## src/rtl/csr_file_if.sv

```systemverilog
`default_nettype none
// ============================================================================
// Module   : csr_file_if
// Brief    : Zicsr access port between the execute stage and csr_file.
// Revision : 1.0  initial release
// ============================================================================
interface csr_file_if;
  logic [11:0] csr_raddr_i;
  logic [31:0] csr_rdata_o;
  logic [1:0]  csr_op_i;
  logic [11:0] csr_waddr_i;
  logic [31:0] csr_wdata_i;
  logic        illegal_csr_o;

  modport master (
    output csr_raddr_i, csr_op_i, csr_waddr_i, csr_wdata_i,
    input  csr_rdata_o, illegal_csr_o
  );

  modport slave (
    input  csr_raddr_i, csr_op_i, csr_waddr_i, csr_wdata_i,
    output csr_rdata_o, illegal_csr_o
  );
endinterface
`default_nettype wire

```

## src/rtl/csr_file.sv

```systemverilog
`default_nettype none
// ============================================================================
// Module   : csr_file
// Brief    : RV32I machine-mode CSR file with trap/mret side effects and
//            optional 64-bit mcycle/minstret counters (macro CSR_COUNTERS_EN).
// Revision : 1.0  initial release
// ============================================================================
module csr_file (
  input  wire logic        clk,
  input  wire logic        rst_n,
  csr_file_if.slave        csr_bus,
  input  wire logic        set_mepc_i,
  input  wire logic [31:0] epc_i,
  input  wire logic        set_mcause_i,
  input  wire logic        ie_type_i,
  input  wire logic [3:0]  exception_code_i,
  input  wire logic        set_mtval_i,
  input  wire logic [31:0] mtval_i,
  input  wire logic        ecall_en_i,
  input  wire logic        mret_en_i,
  input  wire logic        instret_i,
  output logic [31:0]      mtvec_o,
  output logic [31:0]      mepc_o,
  output logic             mie_o
);

  localparam logic [11:0] c_ADDR_MSTATUS   = 12'h300;
  localparam logic [11:0] c_ADDR_MISA      = 12'h301;
  localparam logic [11:0] c_ADDR_MIE       = 12'h304;
  localparam logic [11:0] c_ADDR_MTVEC     = 12'h305;
  localparam logic [11:0] c_ADDR_MSCRATCH  = 12'h340;
  localparam logic [11:0] c_ADDR_MEPC      = 12'h341;
  localparam logic [11:0] c_ADDR_MCAUSE    = 12'h342;
  localparam logic [11:0] c_ADDR_MTVAL     = 12'h343;
  localparam logic [11:0] c_ADDR_MIP       = 12'h344;
  localparam logic [11:0] c_ADDR_MCYCLE    = 12'hB00;
  localparam logic [11:0] c_ADDR_MCYCLEH   = 12'hB80;
  localparam logic [11:0] c_ADDR_MINSTRET  = 12'hB02;
  localparam logic [11:0] c_ADDR_MINSTRETH = 12'hB82;
  localparam logic [11:0] c_ADDR_MHARTID   = 12'hF14;

  localparam logic [31:0] c_MISA_VALUE     = 32'h4000_0100;

  localparam logic [1:0]  c_OP_NONE  = 2'b00;
  localparam logic [1:0]  c_OP_WRITE = 2'b01;
  localparam logic [1:0]  c_OP_SET   = 2'b10;

  logic        r_mstatus_mie;
  logic        r_mstatus_mpie;
  logic [31:0] r_mie;
  logic [31:0] r_mtvec;
  logic [31:0] r_mscratch;
  logic [31:0] r_mepc;
  logic [31:0] r_mcause;
  logic [31:0] r_mtval;
`ifdef CSR_COUNTERS_EN
  logic [63:0] r_mcycle;
  logic [63:0] r_minstret;
`endif

  logic [31:0] w_mstatus;
  logic [31:0] w_old;
  logic [31:0] w_wval;
  logic        w_access;
  logic        w_writable;
  logic        w_flush;
  logic        w_wen;
  logic        w_unused;

  // MPP is hardwired to M-mode; only MIE and MPIE are stored.
  assign w_mstatus = {19'b0, 2'b11, 3'b0, r_mstatus_mpie, 3'b0, r_mstatus_mie, 3'b0};

  function automatic logic [31:0] read_csr(input logic [11:0] addr);
    logic [31:0] v;
    v = '0;
    case (addr)
      c_ADDR_MSTATUS:   v = w_mstatus;
      c_ADDR_MISA:      v = c_MISA_VALUE;
      c_ADDR_MIE:       v = r_mie;
      c_ADDR_MTVEC:     v = r_mtvec;
      c_ADDR_MSCRATCH:  v = r_mscratch;
      c_ADDR_MEPC:      v = r_mepc;
      c_ADDR_MCAUSE:    v = r_mcause;
      c_ADDR_MTVAL:     v = r_mtval;
`ifdef CSR_COUNTERS_EN
      c_ADDR_MCYCLE:    v = r_mcycle[31:0];
      c_ADDR_MCYCLEH:   v = r_mcycle[63:32];
      c_ADDR_MINSTRET:  v = r_minstret[31:0];
      c_ADDR_MINSTRETH: v = r_minstret[63:32];
`endif
      default:          v = '0;
    endcase
    return v;
  endfunction

  function automatic logic is_writable(input logic [11:0] addr);
    logic w;
    w = 1'b0;
    case (addr)
      c_ADDR_MSTATUS, c_ADDR_MIE, c_ADDR_MTVEC, c_ADDR_MSCRATCH,
      c_ADDR_MEPC, c_ADDR_MCAUSE, c_ADDR_MTVAL: w = 1'b1;
`ifdef CSR_COUNTERS_EN
      c_ADDR_MCYCLE, c_ADDR_MCYCLEH,
      c_ADDR_MINSTRET, c_ADDR_MINSTRETH:        w = 1'b1;
`endif
      default:                                  w = 1'b0;
    endcase
    return w;
  endfunction

  always_comb begin
    csr_bus.csr_rdata_o = read_csr(csr_bus.csr_raddr_i);
    w_old               = read_csr(csr_bus.csr_waddr_i);
    w_writable          = is_writable(csr_bus.csr_waddr_i);
    case (csr_bus.csr_op_i)
      c_OP_WRITE: w_wval = csr_bus.csr_wdata_i;
      c_OP_SET:   w_wval = w_old | csr_bus.csr_wdata_i;
      default:    w_wval = w_old & ~csr_bus.csr_wdata_i;
    endcase
  end

  assign w_access              = (csr_bus.csr_op_i != c_OP_NONE);
  assign csr_bus.illegal_csr_o = w_access && !w_writable;
  // A trapping or returning instruction is flushed, so its CSR write must not land.
  assign w_flush = ecall_en_i | mret_en_i | set_mepc_i | set_mcause_i | set_mtval_i;
  assign w_wen   = w_access && w_writable && !w_flush;

  always_ff @(posedge clk or negedge rst_n) begin
    if (!rst_n) begin
      r_mstatus_mie  <= 1'b0;
      r_mstatus_mpie <= 1'b0;
      r_mie          <= '0;
      r_mtvec        <= '0;
      r_mscratch     <= '0;
      r_mepc         <= '0;
      r_mcause       <= '0;
      r_mtval        <= '0;
    end else begin
      if (ecall_en_i) begin
        r_mstatus_mpie <= r_mstatus_mie;
        r_mstatus_mie  <= 1'b0;
      end else if (mret_en_i) begin
        r_mstatus_mie  <= r_mstatus_mpie;
        r_mstatus_mpie <= 1'b1;
      end else if (w_wen && csr_bus.csr_waddr_i == c_ADDR_MSTATUS) begin
        r_mstatus_mie  <= w_wval[3];
        r_mstatus_mpie <= w_wval[7];
      end

      if (set_mepc_i) begin
        r_mepc <= {epc_i[31:2], 2'b00};
      end else if (w_wen && csr_bus.csr_waddr_i == c_ADDR_MEPC) begin
        r_mepc <= {w_wval[31:2], 2'b00};
      end

      if (set_mcause_i) begin
        r_mcause <= {ie_type_i, 27'b0, exception_code_i};
      end else if (w_wen && csr_bus.csr_waddr_i == c_ADDR_MCAUSE) begin
        r_mcause <= w_wval;
      end

      if (set_mtval_i) begin
        r_mtval <= mtval_i;
      end else if (w_wen && csr_bus.csr_waddr_i == c_ADDR_MTVAL) begin
        r_mtval <= w_wval;
      end

      if (w_wen && csr_bus.csr_waddr_i == c_ADDR_MTVEC) begin
        r_mtvec <= {w_wval[31:2], 1'b0, w_wval[0]};
      end
      if (w_wen && csr_bus.csr_waddr_i == c_ADDR_MSCRATCH) begin
        r_mscratch <= w_wval;
      end
      if (w_wen && csr_bus.csr_waddr_i == c_ADDR_MIE) begin
        r_mie <= w_wval;
      end
    end
  end

`ifdef CSR_COUNTERS_EN
  // A software write to either half replaces that cycle's increment.
  always_ff @(posedge clk or negedge rst_n) begin
    if (!rst_n) begin
      r_mcycle   <= '0;
      r_minstret <= '0;
    end else begin
      if (w_wen && csr_bus.csr_waddr_i == c_ADDR_MCYCLE) begin
        r_mcycle[31:0] <= w_wval;
      end else if (w_wen && csr_bus.csr_waddr_i == c_ADDR_MCYCLEH) begin
        r_mcycle[63:32] <= w_wval;
      end else begin
        r_mcycle <= r_mcycle + 64'd1;
      end

      if (w_wen && csr_bus.csr_waddr_i == c_ADDR_MINSTRET) begin
        r_minstret[31:0] <= w_wval;
      end else if (w_wen && csr_bus.csr_waddr_i == c_ADDR_MINSTRETH) begin
        r_minstret[63:32] <= w_wval;
      end else if (instret_i) begin
        r_minstret <= r_minstret + 64'd1;
      end
    end
  end

  assign w_unused = ^epc_i[1:0];
`else
  assign w_unused = ^{epc_i[1:0], instret_i};
`endif

  assign mtvec_o = r_mtvec;
  assign mepc_o  = r_mepc;
  assign mie_o   = r_mstatus_mie;

endmodule
`default_nettype wire

```

## src/flat_wrapper.sv

```systemverilog
// flat-port wrapper written by rule: the top's interface ports become plain ports
module csr_file_flat 
  (clk, rst_n, set_mepc_i, epc_i, set_mcause_i, ie_type_i, exception_code_i, set_mtval_i, mtval_i, ecall_en_i, mret_en_i, instret_i, mtvec_o, mepc_o, mie_o, csr_bus_csr_raddr_i, csr_bus_csr_op_i, csr_bus_csr_waddr_i, csr_bus_csr_wdata_i, csr_bus_csr_rdata_o, csr_bus_illegal_csr_o);
  csr_file_if csr_bus_i ();
  input  wire logic clk;
  input  wire logic rst_n;
  input  wire logic set_mepc_i;
  input  wire logic [31:0] epc_i;
  input  wire logic set_mcause_i;
  input  wire logic ie_type_i;
  input  wire logic [3:0] exception_code_i;
  input  wire logic set_mtval_i;
  input  wire logic [31:0] mtval_i;
  input  wire logic ecall_en_i;
  input  wire logic mret_en_i;
  input  wire logic instret_i;
  output logic [31:0] mtvec_o;
  output logic [31:0] mepc_o;
  output logic mie_o;
  input wire logic [$bits(csr_bus_i.csr_raddr_i)-1:0] csr_bus_csr_raddr_i;
  input wire logic [$bits(csr_bus_i.csr_op_i)-1:0] csr_bus_csr_op_i;
  input wire logic [$bits(csr_bus_i.csr_waddr_i)-1:0] csr_bus_csr_waddr_i;
  input wire logic [$bits(csr_bus_i.csr_wdata_i)-1:0] csr_bus_csr_wdata_i;
  output wire logic [$bits(csr_bus_i.csr_rdata_o)-1:0] csr_bus_csr_rdata_o;
  output wire logic [$bits(csr_bus_i.illegal_csr_o)-1:0] csr_bus_illegal_csr_o;
  assign csr_bus_i.csr_raddr_i = csr_bus_csr_raddr_i;
  assign csr_bus_i.csr_op_i = csr_bus_csr_op_i;
  assign csr_bus_i.csr_waddr_i = csr_bus_csr_waddr_i;
  assign csr_bus_i.csr_wdata_i = csr_bus_csr_wdata_i;
  assign csr_bus_csr_rdata_o = csr_bus_i.csr_rdata_o;
  assign csr_bus_illegal_csr_o = csr_bus_i.illegal_csr_o;
  csr_file u_core (.clk(clk), .rst_n(rst_n), .csr_bus(csr_bus_i), .set_mepc_i(set_mepc_i), .epc_i(epc_i), .set_mcause_i(set_mcause_i), .ie_type_i(ie_type_i), .exception_code_i(exception_code_i), .set_mtval_i(set_mtval_i), .mtval_i(mtval_i), .ecall_en_i(ecall_en_i), .mret_en_i(mret_en_i), .instret_i(instret_i), .mtvec_o(mtvec_o), .mepc_o(mepc_o), .mie_o(mie_o));
endmodule
```

## config.mk

```make
export PLATFORM = sky130hd
export DESIGN_NAME = csr_file_flat
export DESIGN_NICKNAME = d
export VERILOG_FILES = /design/src/rtl/csr_file_if.sv /design/src/rtl/csr_file.sv /design/src/flat_wrapper.sv
export SDC_FILE = /design/constraint.sdc
export NUM_CORES = 1
export LEC_CHECK = 0
export CORE_UTILIZATION = 35
export DETAILED_ROUTE_END_ITERATION = 10
export DONT_BUFFER_PORTS = 1
export GPL_ROUTABILITY_DRIVEN = 1
export PLACE_DENSITY = 0.48
export SETUP_SLACK_MARGIN = 0.05
export SLEW_MARGIN = 25
export SYNTH_ARGS = -nofsm -noshare
export SYNTH_HDL_FRONTEND = slang
export SYNTH_SLANG_ARGS = --single-unit
```

## constraint.sdc

```tcl
create_clock -name clk -period 2.9 [get_ports clk]
set_input_delay 0.435 -clock clk [delete_from_list [all_inputs] [get_ports clk]]
set_output_delay 0.435 -clock clk [all_outputs]
set_load 0.01 [all_outputs]
```

congestion.png
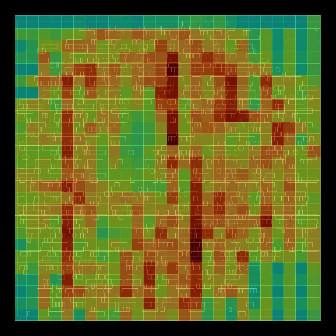
met1 usage: 0.365
wire per inst: 28.4 um

wires.png
Only two layers are drawn.
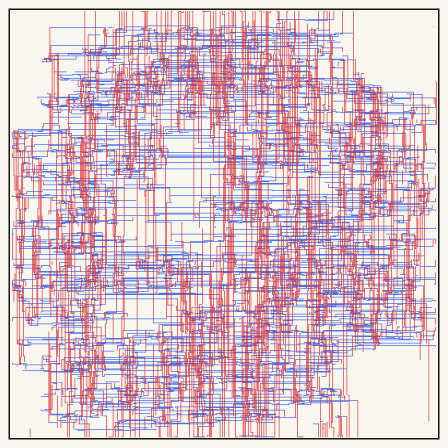
metal 1 -> blue  # wire length 19800 um
metal 2 -> red  # wire length 20.2 mm
DRT Wirelength: 44.3 mm
Total GRT Usage: 0.270
via count: 9817

detail.png
Window x 123 to 148, y 33 to 58 um. Cells in gray, sequential cells in the stronger gray; small squares are vias.
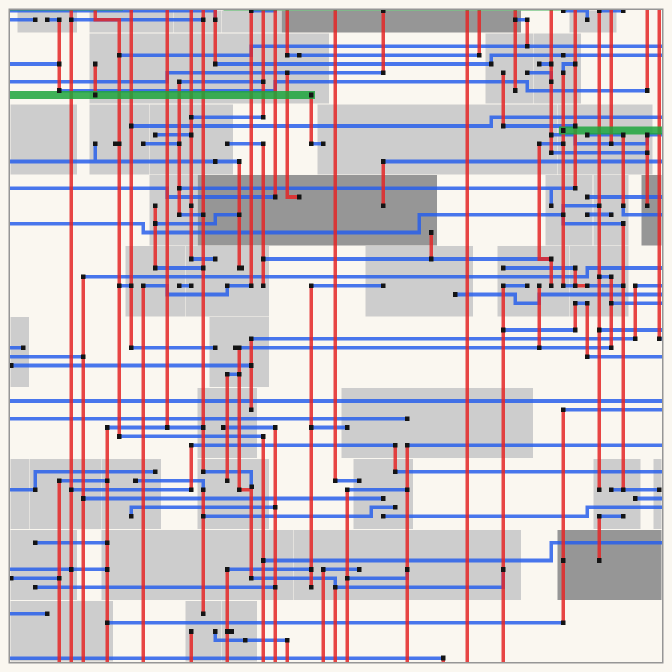
metal 2 -> red
metal 3 -> green
metal 1 -> blue
cells with their middle in the window = 29
most frequent = nand2b_1 (4), o21ai_0 (3)
sequential cells in the window = 1
netlist names of flops here include = `u_core.r_mstatus_mpie` (1)

==> deck_impl_summary.md <==
Key Metrics from the Run

Cells and area
  • Final net count: 1285
  • P&R area growth vs syn: 12.3%
  • Most instantiated logic cells after routing: 191 x dfrtp_1, 182 x o21ai_0, 120 x nand2_1, 93 x a22oi_1, 87 x mux2i_1
  • Post-route cell area: 12500 um2
  • Logic share of the area: 0.476
  • Register area: 4780 um2
  • Fin cells: 1557
  • Non-clock buffer share of cell area: 0.0505
  • CLK BUF: 21
  • Seq/total area: 0.382
  • Nonclk inv count: 7
  • Clock-cell share: 0.0492
  • Number of non-clock buffers: 64

Yosys
  • Simple-Gate Area Share: 0.133
  • Registers, synthesis: 191
  • Most common cell in the netlist: dfrtp_1
  • Netlist cell types: 62
  • Yosys cell count: 1168
  • Number of enable flip-flop cells: 0
  • Largest family of logic cells by area: AND-OR/OR-AND gates
  • Dominant cell area share: 0.430
  • Ys Warns: 0
  • Area leader, netlist: dfrtp_1
  • Post-Synth AOI/OAI Area: 0.279
  • Synthesized instance count: 1168
  • Synth Cell Area: 11100 um2
  • Yosys synthesis chip area: 11100 um2
  • Synth Area per Inst: 9.53 um2
  • Top cells by area: dfrtp_1 43%, o21ai_0 8.2%, mux2i_1 7.8%, a22oi_1 6.3%, nand2_1 4.1%

Detailed routing
  • WL met3: 3.30 mm
  • Max Used Layer: met4
  • Initial DRC count: 911
  • # DRC: 0
  • Met1 WL: 19.8 mm
  • WL met2: 20.2 mm

Final timing
  • Worst slew pin tran: 1.04 ns
  • Unrepaired setup endpoints after global routing: false
  • Setup WS post-layout: 0.113 ns
  • Period Utilization, post-route: 0.961
  • Hold slack: -0.322 ns
  • Final Skew: 0.0135 ns
  • Final Critical Period: 2.79 ns
  • Slew Limit Fails: 0
  • Slew headroom: 0.304
  • Fin. Hold Viols: 191

Power and ir drop
  • Sequential power: 2.87 mW
  • Pwr Density: 473 nW/um2
  • VDD IR max: 0.377 mV
  • Switching share of power: 0.258
  • Leakage: 4.99 nW
  • Flop pwr share: 0.485
  • Combinational Power: 493 uW
  • Cell-internal power: 4.39 mW

Clocking
  • Clk latency late pin: 0.46 ns
  • CTS clock-pin slew for the worst setup and hold paths: 0.08 ns
  • Clk sinks: 191
  • CTS root buf: clkbuf_16
  • CTS Buf Count: 17
  • Post-CTS Resized: 0
  • TritonCTS clock tree: yes

Flow run
  • Log Warnings: 36
  • Max cap viols: 0

GRT
  • Vias in the first global route: 9532
  • Pin count of the biggest net entering global routing: 192
  • GRT Max-Usage Layer: met2
  • M3 GR Usage: 0.0657
  • Met2 global-route usage: 0.422
  • GR Overflow Total: 0

Placed design
  • Buffers on Ports: 0
  • Placer Congestion: 0.851
  • Post-DP HPWL: 28.4 mm

Floorplan
  • DIE AREA: 32500 um2
  • Pre-Place Util: 0.360

Worst setup path
  • CP max-delay cell: or4_4
  • Worst Setup SP: csr_bus_csr_raddr_i[5]
  • Startpoint types: input pin
  • FF-to-FF setup slack: 0.89 ns
  • CP peak stage delay: 0.61 ns
  • Critical Path RT: 2.47 ns
  • Critical path destination: csr_bus_csr_rdata_o[4]
  • Critical Path Stages: 7
  • Worst Path Buf+Inv: 2
  • CP endpoint kind: primary output
  • Path type of the worst setup path: input pin to primary output
  • Worst reg2reg path depth: 5
  • Worst r2r src: u_core.mepc_o[12]

Status
  • Failing checks: negative hold slack
  • Outcome: finished with violations
No activity file was given, so power comes from the tool's default toggle rates.
